[config.mk]
export PLATFORM = sky130hd
export DESIGN_NAME = module_dato
export DESIGN_NICKNAME = d
export VERILOG_FILES = /design/src/rtl/module_dato.sv
export SDC_FILE = /design/constraint.sdc
export NUM_CORES = 1
export LEC_CHECK = 0
export ABC_AREA = 1
export CAP_MARGIN = 25
export CELL_PAD_IN_SITES_DETAIL_PLACEMENT = 0
export CELL_PAD_IN_SITES_GLOBAL_PLACEMENT = 2
export CORE_MARGIN = 3
export CORE_UTILIZATION = 20
export DETAILED_ROUTE_END_ITERATION = 8
export GPL_ROUTABILITY_DRIVEN = 0
export PLACE_DENSITY = 0.82
export SKIP_LAST_GASP = 1
export SYNTH_ARGS = -nofsm -noshare
export SYNTH_HDL_FRONTEND = slang
export SYNTH_SLANG_ARGS = --single-unit
[constraint.sdc]
create_clock -name clk -period 1.4 [get_ports clk]
set_input_delay 0.14 -clock clk [delete_from_list [all_inputs] [get_ports clk]]
set_output_delay 0.14 -clock clk [all_outputs]
set_load 0.03 [all_outputs]
[src/rtl/module_dato.sv]
// -----------------------------------------------------------------------------
// module_dato
// Registered key-code decoder for the 4x4 matrix-keypad path of the
// multiplier. A strobe from the keypad scanner captures the column/row code
// pair. The module translates the pair into a 4-bit key value and holds that
// value for the operand-capture logic.
//
// Ports
//   clk           in   1  system clock, rising-edge active
//   rst           in   1  asynchronous active-low reset (clears dato_o to 0)
//   dato_listo_i  in   1  key-valid strobe; codes are captured while high
//   dato_codc_i   in   2  encoded column/group index (0-3)
//   dato_codf_i   in   2  encoded row/position index (0-3)
//   dato_o        out  4  registered decoded key value (4'hF = non-digit)
//
// Configuration
//   DATO_HEX_KEYS_EN  undefined: every non-digit key decodes to 4'hF.
//                     defined:   non-digit keys get distinct codes 10..15.
// -----------------------------------------------------------------------------
module module_dato (
  input  logic       clk,
  input  logic       rst,
  input  logic       dato_listo_i,
  input  logic [1:0] dato_codc_i,
  input  logic [1:0] dato_codf_i,
  output logic [3:0] dato_o
);

  // Keypad layout lookup. Index is {column, row}.
  function automatic logic [3:0] decode_key(input logic [1:0] codc,
                                            input logic [1:0] codf);
    logic [3:0] key;
    case ({codc, codf})
      4'b00_00: key = 4'd1;
      4'b00_01: key = 4'd2;
      4'b00_10: key = 4'd3;
      4'b01_00: key = 4'd4;
      4'b01_01: key = 4'd5;
      4'b01_10: key = 4'd6;
      4'b10_00: key = 4'd7;
      4'b10_01: key = 4'd8;
      4'b10_10: key = 4'd9;
      4'b11_01: key = 4'd0;
`ifdef DATO_HEX_KEYS_EN
      4'b00_11: key = 4'd10;
      4'b01_11: key = 4'd11;
      4'b10_11: key = 4'd12;
      4'b11_11: key = 4'd13;
      4'b11_00: key = 4'd14;
      4'b11_10: key = 4'd15;
`endif
      // The remaining positions are non-digit keys.
      default:  key = 4'hF;
    endcase
    return key;
  endfunction

  logic [3:0] w_key;
  logic [3:0] r_dato;

  // Combinational decode of the current code pair.
  always_comb begin
    w_key = decode_key(dato_codc_i, dato_codf_i);
  end

  // Output register: loads on a valid strobe and otherwise holds its value.
  always_ff @(posedge clk or negedge rst) begin
    if (!rst) begin
      r_dato <= 4'd0;
    end else if (dato_listo_i) begin
      r_dato <= w_key;
    end else begin
      r_dato <= r_dato;
    end
  end

  assign dato_o = r_dato;

endmodule

==> run_1/cell_density.png <==
Scale bar: 10 um. The die is cut into 9 by 9 equal tiles; dark blue is low, red is high, 0 to 100% covered.
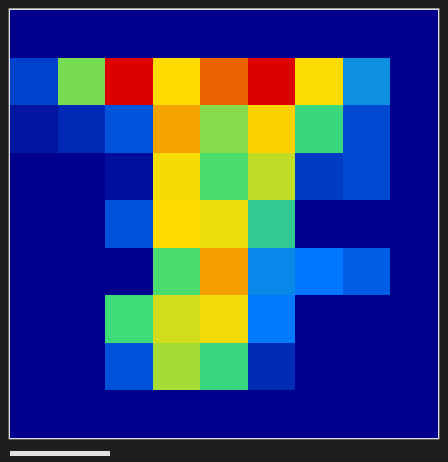
- nearly empty tiles: 52%
- tiles over 75% full: 9.9%
- mean over tiles: 23%
Core Box Area: 1190 um^2
Layout Utilization: 0.368

==> run_1/metal_density.png <==
Scale bar: 10 um. The die is cut into 9 by 9 equal tiles; dark blue is low, red is high, scaled to the fullest tile. Values are wire area over tile area, all layers added.
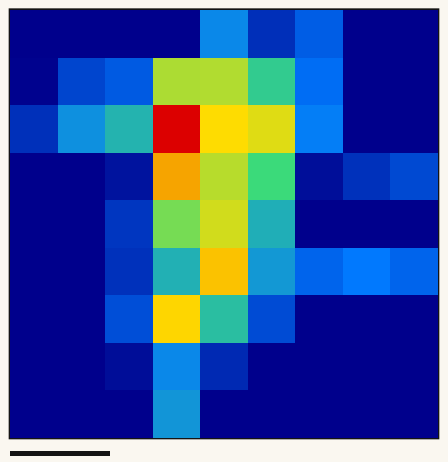
- mean over tiles: 0.053
- fullest tile: 0.29
- densest ninth of the die: middle

==> results.ini, run 1 <==
[synthesis]
ys_types = 7
synth_flop_count = 4
synth_area_um2 = 272
avgSynthCellArea_um2 = 6.79
yosysCellCount = 40
yosysWarnings = 0
ys_seq_share = 0.369
ys_area_um2 = 272
synthesis.nets = 50

[worst_setup_path]
r2r_end = dato_o[0]
crit_start = dato_codf_i[1]
start_kind = input pin
criticalPathCategory = in -> reg
r2r_start = dato_o[0]
crit_fanout = 2
cp.arrival_ns = 1.30
crit_path_end = dato_o[1]
required_ns = 1.52

[die]
die_x_um = 42.8
chipArea_um2 = 1840
fp_util = 0.229

[flow_run]
drv_cap = 0
tool_warnings = 28

[min_path]
hp-class = in -> async

[routing]
drc = 0
via_per_inst = 4.16
wl_per_cell_um = 8.74
drtAntennaViolNets = 0
routed_wl_um = 603
drt_iter0_drc = 6
vias = 287

[placement]
post_dp_cell_area_um2 = 404
portBuffers = 10
dp_cells = 66

[sta]
slew_viol_final = 0
fin_crit_ns = 1.18
skew_ns = 0
grt_setup_unrepaired = no
setup_violations = 0
relSlewSlack = 0.786
period_used_share = 0.840
tightest_slew_ns = 0.320

[grt]
grt_antenna_before_repair = 0
grt_pass1_vias = 271
grt_max_degree = 8
grt_usage = 0.0788
grt-ovfl-total = 0
grt_pass1_wl_mm = 1.04

[power_and_ir_drop]
ir_worst_vdd_mv = 0.610
total_power_uw = 398
leakagePower_uw = 0.000262

[clock_tree]
cts_made_buffers = 3
cts_tree = done
cts.reportedPaths.clkPinSlew_ns = 0.04
cts_resized = 0
cts_buffer_depth = 2
cts.sinks = 4
post_cts.repair.setup_buffers = 0
clock_tree.root_cell = clkbuf_4

[finish]
n_antenna_cell = 0
largest_reg_flops = 4
num-nets-final = 67
finalNonFillerCells = 69

[status]
status = finished clean

==> run_1/placement_by_type.png <==
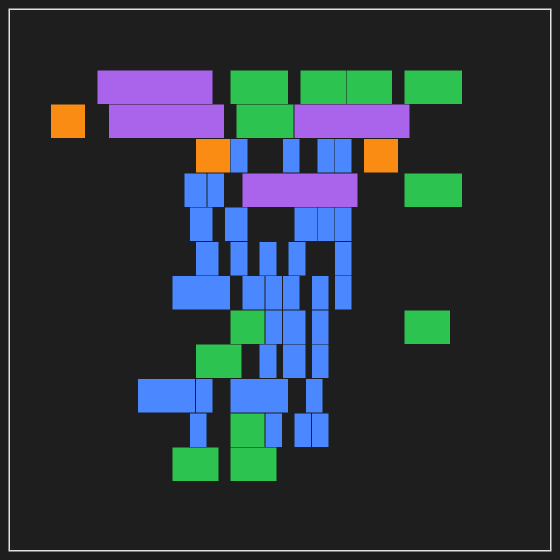
- purple: flops (cells 4)
- orange: clock drivers (cells 3)
- blue: combinational and other logic (cells 36)
- green: other buffers and delay cells (cells 12)
# rows: 12
Seq/total area: 0.229

==> run_1/sizes.png <==
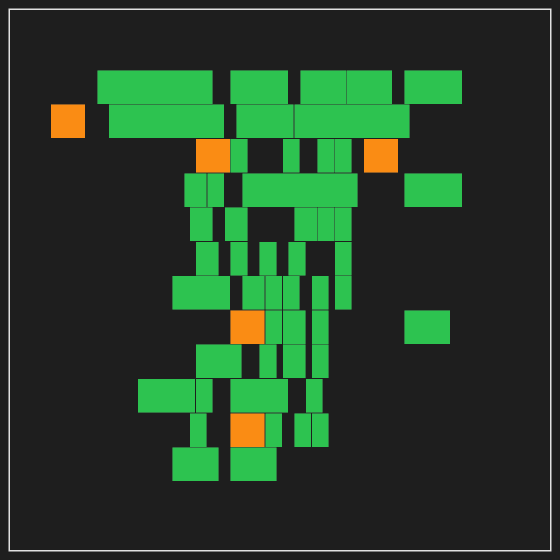
- orange: _3 and _4 cells (cells 5)
- green: _0 and _1 cells (cells 50)
Design Area, Final: 437 um^2
Final WS setup: 0.224 ns
Syn-to-layout area delta: 60.8%

run 1: cell usage after synthesis:
cell     number  share of area
dfrtp_1       4           0.37
ha_1          3           0.14
o21ai_0       4          0.074
nor2_1        3          0.041
inv_1         7          0.097
a21oi_1       4          0.074
nand2_1      15           0.21
run 1: worst max-delay path, cell delays in order:
cell and delay, ns:
clkdlybuf4s50_1 0.48, inv_1 0.06, ha_1 0.27, inv_1 0.03, nand2_1 0.04, nand2_1 0.04
nand2_1 0.07, nand2_1 0.05, nand2_1 0.05, nand2_1 0.05
run 1: final cells by class:
type | instances | area (um^2)
Inverter | 7 | 26.3
Multi-Input combinational cell | 29 | 145
Fill cell | 121 | 749
Sequential cell | 4 | 100
Timing Repair Buffer | 12 | 125
Tap cell | 14 | 17.5
Clock buffer | 3 | 22.5
run 1: kinds of logic (layout without fill, tap and decap cells):
group,Yosys count,after routing,share of synthesized area
fa+ha+maj,3,3,0.138
simple gates,18,18,0.249
flops,4,4,0.369
compound gates,8,8,0.147
buf+inv,7,22,0.0968
run 1: worst min path at each step:
stage / start / endpoint / slack (ns) / depth (start not counted)
global placement: rst / dato_o[1] / 0.36 / 1
detailed placement: rst / dato_o[1] / 0.36 / 1
floorplan: rst / dato_o[0] / -0.16 / 0
CTS: rst / dato_o[1] / 0.11 / 1
global route: rst / dato_o[3] / 0.12 / 1
finish: rst / dato_o[2] / 0.11 / 1
run 1: cells in the final DEF, fill, tap and decap left out:
cell type	instances
a21oi_1	4
clkbuf_4	3
dlymetal6s2s_1	4
dfrtp_1	4
clkdlybuf4s50_1	6
inv_1	7
buf_4	2
o21ai_0	4
nor2_1	3
nand2_1	15
ha_1	3
run 1: report_power, final:
part / switching [uW] / total, uW / leakage [uW] / internal (uW)
Combinational: 67.4 / 122 / 0.000202 / 54.4
Clock: 44.6 / 140 / 0.0000138 / 95.6
Sequential: 6.06 / 136 / 0.0000464 / 130
Total: 118 / 398 / 0.000262 / 280
run 1: per-stage QoR:
step	TNS [ns]	setup WS, ns
floorplan	0	0.560
global placement	-0.0396	-0.0276
detailed placement	-0.0478	-0.0362
CTS	0	0.00315
global route	0	0.119
finish	0	0.224
run 1: per-layer routing:
layer,share of wire,routed length [um],global-route usage,vias to the layer above
li1,-,-,-,153
met1,0.46,277,0.0863,127
met2,0.47,282,0.114,7
met3,0.073,44,0.0678,0
met4,0,0,0.0186,0
met5,0,0,0,-
==> inputs of run 2 (changes only) <==
- CORE_UTILIZATION: 20 -> 19
- PLACE_DENSITY: 0.82 -> 0.79
- clock period: 1.4 -> 1.1 ns (I/O delays scaled with it)
==> run_2/cell_density.png <==
Scale bar: 10 um. The die is cut into 9 by 9 equal tiles; dark blue is low, red is high, 0 to 100% covered.
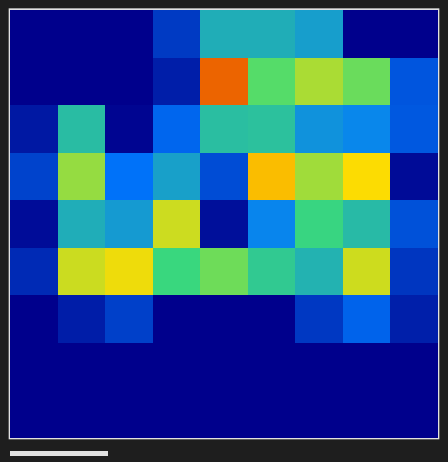
- mean over tiles: 22%
- nearly empty tiles: 38%
- emptiest ninth of the die: bottom middle

==> results.ini, run 2 <==
[synthesis]
synth-edff-count = 0  ; unchanged
ys_sh_xor = 0  ; unchanged
ys_sh_mux = 0  ; unchanged
synth_area_um2 = 272  ; unchanged
top_area_cell = dfrtp_1
ys_sh_adder = 0.138  ; unchanged
synthesis.nets = 50  ; unchanged
ys_types = 7  ; unchanged
yosys-top-cells-count = 15 x nand2_1, 7 x inv_1, 4 x a21oi_1, 4 x dfrtp_1, 4 x o21ai_0
ff_type = dfrtp_1
yosys.area.top_type_share = 0.369  ; unchanged
avgSynthCellArea_um2 = 6.79  ; unchanged
yosys.area_share.simple = 0.249  ; unchanged
yosysMostFrequentCell = nand2_1
yosysCellCount = 40  ; unchanged
ys_area_um2 = 272  ; unchanged
ys_top_logic_family = simple AND/OR/NAND/NOR gates
ys_seq_share = 0.369  ; unchanged

[sta]
slew_viol_final = 0  ; unchanged
skew_ns = 0  ; unchanged
setup_violations = 0  ; unchanged
fin_setup_tns_ns = 0  ; unchanged
fin_crit_ns = 0.966
period_used_share = 0.878
relSlewSlack = 0.865  ; +0.0786
tightest_slew_ns = 0.202  ; -0.118 ns
worst_slack_ns = 0.134  ; -0.0894 ns

[power_and_ir_drop]
power_frac_clock = 0.348  ; -0.005
power_switching_uw = 150  ; +27%
p_seq_frac = 0.344  ; +0.003

[routing]
vias = 297  ; +3.5%
wl_per_cell_um = 8.26  ; -5.5%
drc = 0  ; unchanged
via_per_inst = 4.07  ; -2.2%
drtAntennaViolNets = 0  ; unchanged
drt_iter0_drc = 0  ; -6

[finish]
n_antenna_cell = 0  ; unchanged
largest_reg_flops = 4  ; unchanged
fin_util = 0.332  ; -0.0358
most-common-layout-cells = 15 x nand2_1, 9 x buf_4, 7 x inv_1

[status]
status = finished clean

[grt]
grt-ovfl-total = 0  ; unchanged
grt_max_degree = 8  ; unchanged
grt_antenna_before_repair = 0  ; unchanged
grt_usage = 0.0731  ; -0.00568

[clock_tree]
cts_made_buffers = 3  ; unchanged
cts_buffer_depth = 2  ; unchanged
cts_tree = done
post_cts.repair.setup_buffers = 0  ; unchanged
cts.sinks = 4  ; unchanged

[worst_setup_path]
cp.arrival_ns = 1.08  ; -0.22 ns
crit_fanout = 7  ; +5
start_kind = input pin
r2r_start = dato_o[2]
required_ns = 1.22  ; -0.30 ns
r2r_end = dato_o[2]
criticalPathCategory = in -> reg

[die]
rows = 13  ; +1
chipArea_um2 = 1920  ; +4.5%

[flow_run]
tool_warnings = 28  ; unchanged

[min_path]
hp-class = in -> async

[run 2: final cells by class]
| type | instances | area, um^2 |
|---|---|---|
| clock buffers | 3 | 22.5 |
| fillers | 147 | 880 |
| inverters | 7 | 26.3 |
| multi-input cells | 29 | 145 |
| flip-flops and latches | 4 | 100 |
| well taps | 15 | 18.8 |
| repair buffers | 15 | 125 |
[run 2: cells by family after synthesis]
kind of cell | count (synthesis)
buffers and inverters | 7
adder cells (fa/ha/maj) | 3
AND/OR/NAND/NOR | 18
flip-flops | 4
AND-OR/OR-AND | 8
[run 2: worst max-delay path by stage]
stage / start / endpoint / slack [ns] / cells after the start
after detailed placement: dato_codf_i[1] / dato_o[1] / -0.29 / 10
after global placement: dato_codf_i[1] / dato_o[1] / -0.28 / 10
after floorplan: dato_codf_i[1] / dato_o[1] / 0.29 / 9
after global routing: dato_codc_i[0] / dato_o[1] / 0.03 / 8
after CTS: dato_codc_i[0] / dato_o[1] / 0.12 / 8
final: dato_codc_i[0] / dato_o[1] / 0.13 / 8
[run 2: power groups by stage]
stage	Combinational (uW)	Sequential (uW)	Clock, uW
final	156	174	176
after CTS	159	174	186
after global routing	171	176	200
after global placement	160	175	0
after detailed placement	160	176	0
after floorplan	43.8	210	0
[run 2: stage by stage]
step	power [uW]	instance area [um^2]	instances
global route	547	438	73
finish	506	438	73
detailed placement	336	418	70
CTS	518	438	73
floorplan	254	272	40
global placement	335	418	70
[run 2: per-layer routing]
metal | track usage | share of wire | vias to the layer above
met3 | 0.0415 | 0.11 | 0
li1 | - | - | 160
met2 | 0.105 | 0.44 | 11
met4 | 0.0542 | 0 | 0
met1 | 0.0792 | 0.44 | 126
met5 | 0 | 0 | -
[run 2: timing repair]
item	in CTS	in global routing
setup endpoints to repair	4	0
hold buffers	0	0
gates resized	2	0
[run 2: worst max-delay path: stages]
cell	delay, ns
clkdlybuf4s50_1	0.57
inv_1	0.06
nand2_1	0.06
nand2_1	0.04
nand2_1	0.08
nand2_1	0.06
nand2_1	0.05
nand2_1	0.04
Power figures rest on the tool's default switching activity, not on a simulated workload.
